Run 1, placed cells, one colour a class:
Bar = 20 µm.
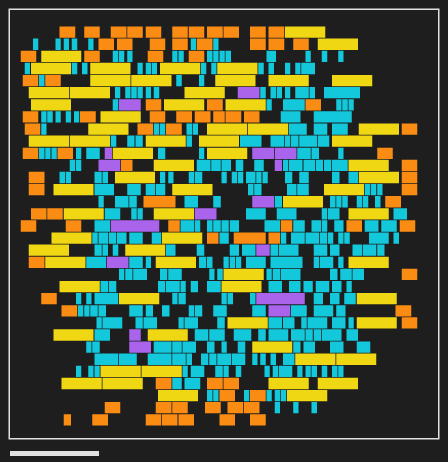
Run 1, routing congestion map:
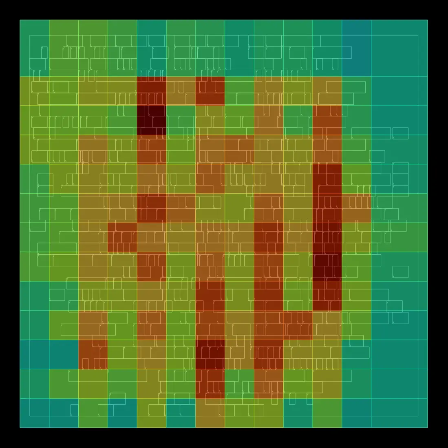
Run 1, register map, names as in the netlist:
Bar = 20 µm. Other sequential cells in the stronger grey, the rest of the logic in the fainter grey.
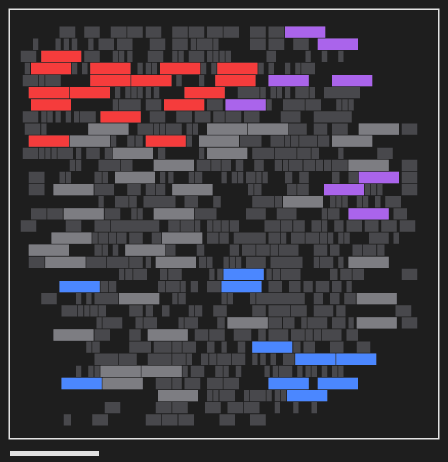
==> config.mk <==
export PLATFORM = sky130hd
export DESIGN_NAME = cfg_sequencer
export DESIGN_NICKNAME = d
export VERILOG_FILES = /design/src/rtl/cfg_sequencer.sv
export SDC_FILE = /design/constraint.sdc
export NUM_CORES = 1
export LEC_CHECK = 0
export ABC_AREA = 0
export CAP_MARGIN = 10
export CORE_MARGIN = 2
export CORE_UTILIZATION = 45
export DETAILED_ROUTE_END_ITERATION = 12
export PLACE_DENSITY = 0.74
export SLEW_MARGIN = 20
export SYNTH_ARGS = -nofsm -noshare
export SYNTH_HDL_FRONTEND = slang
export SYNTH_SLANG_ARGS = --single-unit
export TNS_END_PERCENT = 1
==> constraint.sdc <==
create_clock -name i_clk -period 3.25 [get_ports i_clk]
set_input_delay 0.65 -clock i_clk [delete_from_list [all_inputs] [get_ports i_clk]]
set_output_delay 0.65 -clock i_clk [all_outputs]
set_load 0.01 [all_outputs]
==> summary.txt, run 1 <==
yosys + openroad results -> Reg2Reg Setup Slack about 0.32 ns, post-synth area from yosys stat roughly 3800 µm², worst endpoint data arrival time around 3.2 ns, Worst IR Drop VDD around 0.45 mV, Synthesized Nets ~480, number of diodes 0, buffer count from post-CTS setup fixing 0, combinational cell fraction of total power 0.503, die span in x between 90 and 100 µm, post-route fraction of the period consumed by the critical path 0.9001, buffer depth of the longest clock path 2, yosys aoi share 0.1302, Setup-failing EPs final 0, antenna violations before repair 0, clock transition at the registers of the reported paths approximately 0.080 ns, total congestion overflow after global routing 0, remaining max-slew budget at the tightest pin 0.4508, most frequent standard cell in the layout excluding fill and tap cells sky130_fd_sc_hd__nand2_1, chip footprint 9233 µm², count of state elements after synthesis 68, static leakage approximately 2.3 nW, maximum number of pins on one net before global-route repair 38, area fraction in mux cells 0.03672, Sequential Power Share 0.332, path depth of the worst reg2reg path 10, Die Span Y just under 100 µm, CTS H-Tree Depth 3, Vias per Instance ~5.5, Post-CTS Resized 0, CTS tree done, 1st-iter DRT viols 272, quantity of hold-fixing buffers added after cts 0, area added between synthesis and finish 28.98%, count of input and output buffers between 70 and 80, highest clock frequency the design can meet 341.8 MHz, run status finished clean, area occupied by registers ~1700 µm², AND/OR/NAND/NOR Cells, Area Fraction 0.2387, setup skew after layout roughly 0.011 ns, Biggest consumer combinational logic, Final HPWL DP just over 7000 µm, total cells reported by yosys after synthesis about 430, routed wire length a little under 10000 µm, post-synthesis cell count between 400 and 500, flip-flop count of the largest register, all copies and words added 16, buffer cell driving the clock tree root sky130_fd_sc_hd__clkbuf_8, number of buffers created by CTS 9, wire length of the first global-routing pass ~16000 µm
-- 'placed cells, one colour a class' (at the start) --
| class | colour | cells | share of their area |
|---|---|---|---|
| other buffers and delay cells | orange | 86 | 18% |
| all other logic | cyan | 337 | 42% |
| clock drivers and dummy loads | purple | 16 | 4.7% |
| flops | yellow | 68 | 36% |
Core Box Area: 8217 µm²
Post-Route Utilization: 0.5991
final standard cell area without fillers: 4922 µm²

-- 'routing congestion map' (at the start) --
met3 demand-to-capacity share in global routing: 0.04385
highest-utilization routing layer at the global route stage: met2
All-Layer GR Usage: 0.2265
global-route met1 utilization: 0.3006
global routing met2 resource utilization: 0.3611

-- 'register map, names as in the netlist' (at the start) --
| netlist name | colour | flops |
|---|---|---|
| o_cfg | red | 16 |
| num_layers_q | purple | 8 |
| desc_base_q | blue | 10 |
power of the sequential group: 1.59 mW
flip-flop and latch share of the layout cell area: 0.3457

[run 1: per-layer routing]
layer	global-route usage	wire, µm
met3	0.04385	560
met2	0.3611	4732
met1	0.3006	4335
met5	0	0
met4	0.09762	192
[run 1: metrics by stage]
stage / area, µm² / power, mW / setup slack, ns / util
after detailed placement: 4697 / 3.994 / 0.2677 / 0.5716
after global placement: 4697 / 3.916 / 0.3936 / 0.5716
final: 4922 / 4.787 / 0.3245 / 0.5991
after global routing: 4922 / 5.166 / 0.05455 / 0.5991
after CTS: 4921 / 4.806 / 0.2326 / 0.5989
after floorplan: 3816 / 3.057 / 0.5588 / -
[run 1: Yosys cell counts, types with 2 or more instances]
master,number,area (µm²)
sky130_fd_sc_hd__xor2_1,14,122.6
sky130_fd_sc_hd__buf_6,3,33.78
sky130_fd_sc_hd__a22oi_1,3,22.52
sky130_fd_sc_hd__nor3_1,5,25.02
sky130_fd_sc_hd__a32o_1,2,20.02
sky130_fd_sc_hd__xnor2_1,9,78.83
sky130_fd_sc_hd__a22o_1,4,35.03
sky130_fd_sc_hd__dfrtp_1,68,1702
sky130_fd_sc_hd__and3_1,3,18.77
sky130_fd_sc_hd__mux2_2,4,45.04
sky130_fd_sc_hd__a21o_1,2,15.01
sky130_fd_sc_hd__a221oi_1,2,17.52
sky130_fd_sc_hd__nor2b_1,2,12.51
sky130_fd_sc_hd__nor4_1,5,31.28
sky130_fd_sc_hd__a21oi_1,15,75.07
sky130_fd_sc_hd__buf_2,3,15.01
sky130_fd_sc_hd__clkbuf_1,11,41.29
sky130_fd_sc_hd__o22ai_1,5,31.28
sky130_fd_sc_hd__inv_1,10,37.54
sky130_fd_sc_hd__o211ai_1,5,37.54
sky130_fd_sc_hd__mux2_4,3,45.04
sky130_fd_sc_hd__nand4_1,6,37.54
sky130_fd_sc_hd__nor2_1,18,67.56
sky130_fd_sc_hd__and2_1,3,18.77
sky130_fd_sc_hd__nand3_1,15,75.07
sky130_fd_sc_hd__nand2_1,135,506.7
sky130_fd_sc_hd__o221ai_1,4,35.03
sky130_fd_sc_hd__nand2b_1,2,12.51
sky130_fd_sc_hd__ha_1,12,150.1
sky130_fd_sc_hd__mux2i_1,5,50.05
sky130_fd_sc_hd__buf_1,2,7.510
sky130_fd_sc_hd__a211o_1,2,17.52
sky130_fd_sc_hd__o21ai_0,16,80.08
[run 1: final cells by class]
class / instances / area share
well taps: 105 / 0.02669
clock buffers: 10 / 0.02796
multi-input cells: 327 / 0.3996
clock inverters: 6 / 0.01754
flip-flops and latches: 68 / 0.3457
repair buffers: 86 / 0.1749
inverters: 10 / 0.007626
[run 1: critical path, stage by stage, from the launching register on]
cell and delay (ns):
sky130_fd_sc_hd__dfrtp_1 0.46, sky130_fd_sc_hd__ha_1 0.28, sky130_fd_sc_hd__nand3_1 0.21, sky130_fd_sc_hd__nor2_1 0.28, sky130_fd_sc_hd__xnor2_1 0.10, sky130_fd_sc_hd__ha_1 0.19
sky130_fd_sc_hd__or2_2 0.31, sky130_fd_sc_hd__a2111oi_1 0.45, sky130_fd_sc_hd__or4_1 0.20, sky130_fd_sc_hd__nand3_1 0.07, sky130_fd_sc_hd__mux2_2 0.26
Run 1, wiring by layer:
Bar = 20 µm. Only two layers are drawn.
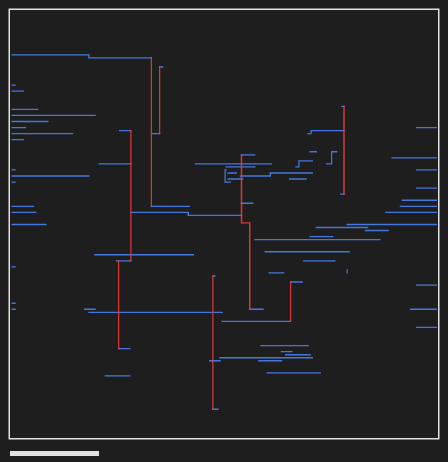

==> run 2, diff against run 1 <==
==> constraint.sdc (replaced) <==
create_clock -name i_clk -period 3.1 [get_ports i_clk]
set_input_delay 0.62 -clock i_clk [delete_from_list [all_inputs] [get_ports i_clk]]
set_output_delay 0.62 -clock i_clk [all_outputs]
set_load 0.01 [all_outputs]
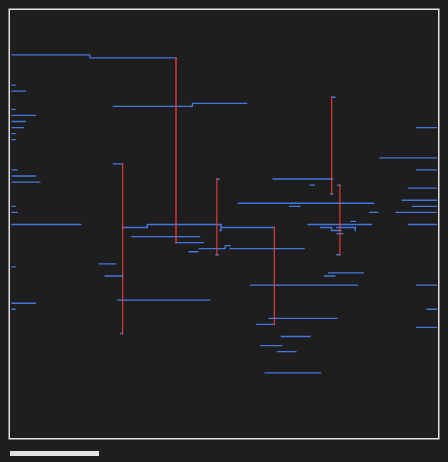
Run 2: wiring by layer
Bar = 20 µm. Only two layers are drawn.
| layer | colour | wire length |
|---|---|---|
| met3 | blue | 461 µm |
| met4 | red | 156 µm |
routed wire length: 9973 µm
All-Layer GR Usage: 0.2363
via count: 3435

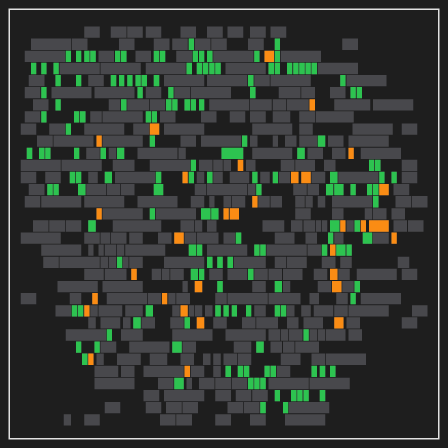
Run 2: gate-type map
| family | colour | cells | most used |
|---|---|---|---|
| NOR gates | orange | 32 | nor2_1 |
| NAND gates | green | 159 | nand2_1 |
most frequent standard cell in the layout excluding fill and tap cells: sky130_fd_sc_hd__nand2_1
combinational share of cell area: 0.3996
fin cells: 618

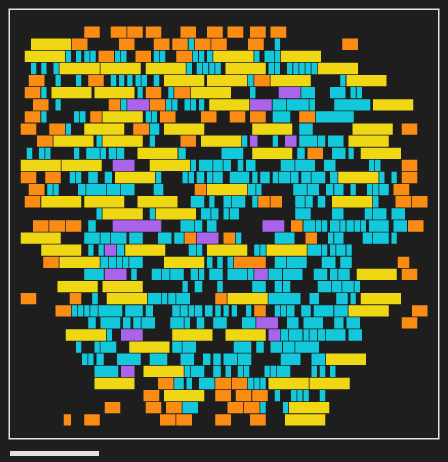
Run 2: placed cells, one colour a class
Bar = 20 µm.
flip-flop and latch share of the layout cell area: 0.3448
Post-Route Utilization: 0.6006

==> run 2 against run 1 <==
  * Sequential share of layout area is 0.088 points lower
  * Synthesized cell count stayed put
  * Non-clock buffer count is 6 higher
  * Largest power group unchanged
  * Area after synthesis stayed put
  * Sequential power is 3% higher
  * Critical path type unchanged
  * Via count is 1.9% higher
  * Wire length is 1.5% higher
  * Clock skew is 0.0029 ns lower
  * Fmax is 2.6% higher
  * Clock power is 4.9% lower
  * Critical endpoint is now o_desc_addr[7]
  * Core utilization is 0.15 points higher
  * Worst setup slack worse by 0.075 ns
==> summary.txt, run 2 <==
yosys + openroad results -> area occupied by registers 1702 µm² (unchanged), chip footprint 9233 µm² (unchanged), area added between synthesis and finish 29.31%, post-route fraction of the period consumed by the critical path 0.9194 (+0.01930), buffer cell driving the clock tree root sky130_fd_sc_hd__clkbuf_8, worst endpoint data arrival time 3.08 ns (-0.07 ns), remaining max-slew budget at the tightest pin 0.4785 (+0.02763), Reg2Reg Setup Slack 0.25 ns (-0.07 ns), path depth of the worst reg2reg path 9 (-1), Post-CTS Resized 0 (unchanged), run status finished clean, final standard cell area without fillers 4935 µm² (+0.25%), Vias per Instance 5.558 (+0.91%), CTS H-Tree Depth 3 (unchanged), post-synth area from yosys stat 3816 µm² (unchanged), Final HPWL DP 7302 µm (+2.8%), worst-path cell with the longest stage delay sky130_fd_sc_hd__dfrtp_1, Die Span Y 96.09 µm (unchanged), count of input and output buffers 78 (unchanged), number of diodes 0 (unchanged), cells taking the most area after synthesis sky130_fd_sc_hd__dfrtp_1 (45%), sky130_fd_sc_hd__nand2_1 (13%), sky130_fd_sc_hd__ha_1 (3.9%), sky130_fd_sc_hd__xor2_1 (3.2%), sky130_fd_sc_hd__o21ai_0 (2.1%), maximum number of pins on one net before global-route repair 30 (-21%), flip-flop count of the largest register, all copies and words added 16 (unchanged), slowest cell delay on critical path 0.48 ns (+0.02 ns), most frequent cell after synthesis sky130_fd_sc_hd__nand2_1, total cells reported by yosys after synthesis 425 (unchanged), buffer count from post-CTS setup fixing 0 (unchanged), number of buffers created by CTS 9 (unchanged), die span in x 96.09 µm (unchanged), highest clock frequency the design can meet 350.8 MHz (+2.6%)
[run 2: final cells by class]
class / instances / area share
Inverter: 10 / 0.007606
Clock inverter: 7 / 0.01521
Tap cell: 105 / 0.02662
Sequential cell: 68 / 0.3448
Clock buffer: 9 / 0.02510
Timing Repair Buffer: 92 / 0.1810
Multi-Input combinational cell: 327 / 0.3996
[run 2: through the flow]
step                utilization  cells  setup WS, ns  power (mW)
finish                   0.6006    618        0.2497       4.980
global route             0.6006    618       0.09988       5.378
CTS                      0.5998    618        0.1700       4.996
detailed placement       0.5756    602        0.1719       4.214
global placement         0.5756    602        0.2555       4.135
floorplan                     -    425        0.4088       3.204
[run 2: worst max-delay path: cells and delay by family, from the launching register on]
family                     cells  cell delay, ns
xor gates and xnor gates       2            0.57
muxes                          1            0.30
adders and majority gates      2            0.61
DFF                            1            0.48
AOI/OAI and AO/OA              4            0.77
[run 2: routing by layer]
metal  up-vias  part of all wire  GRT usage
li1       1643                 -          -
met1      1676              0.45     0.3225
met3        14             0.046    0.04072
met4         0             0.016    0.08333
met2       102              0.48     0.3796
met5         -                 0          0
[run 2: logic make-up (layout without fill, tap and decap cells)]
logic type                 count (synthesis)  count (layout)  share of synthesized area
muxes                                     12              12                    0.03672
xor gates and xnor gates                  25              25                    0.06492
AOI/OAI and AO/OA                         72              72                     0.1302
and+or+nand+nor                          205             205                     0.2387
DFF                                       68              68                     0.4459
adders and majority gates                 13              13                    0.04459
buffers and inverters                     30             118                    0.03902
[run 2: power groups by stage]
stage,registers [mW],logic (mW),clock network [mW]
after floorplan,1.64,1.57,0
after global placement,1.63,2.51,0
after detailed placement,1.65,2.56,0
after CTS,1.63,2.60,0.765
after global routing,1.69,2.88,0.808
final,1.63,2.60,0.752
No activity file was given, so power comes from the tool's default toggle rates.
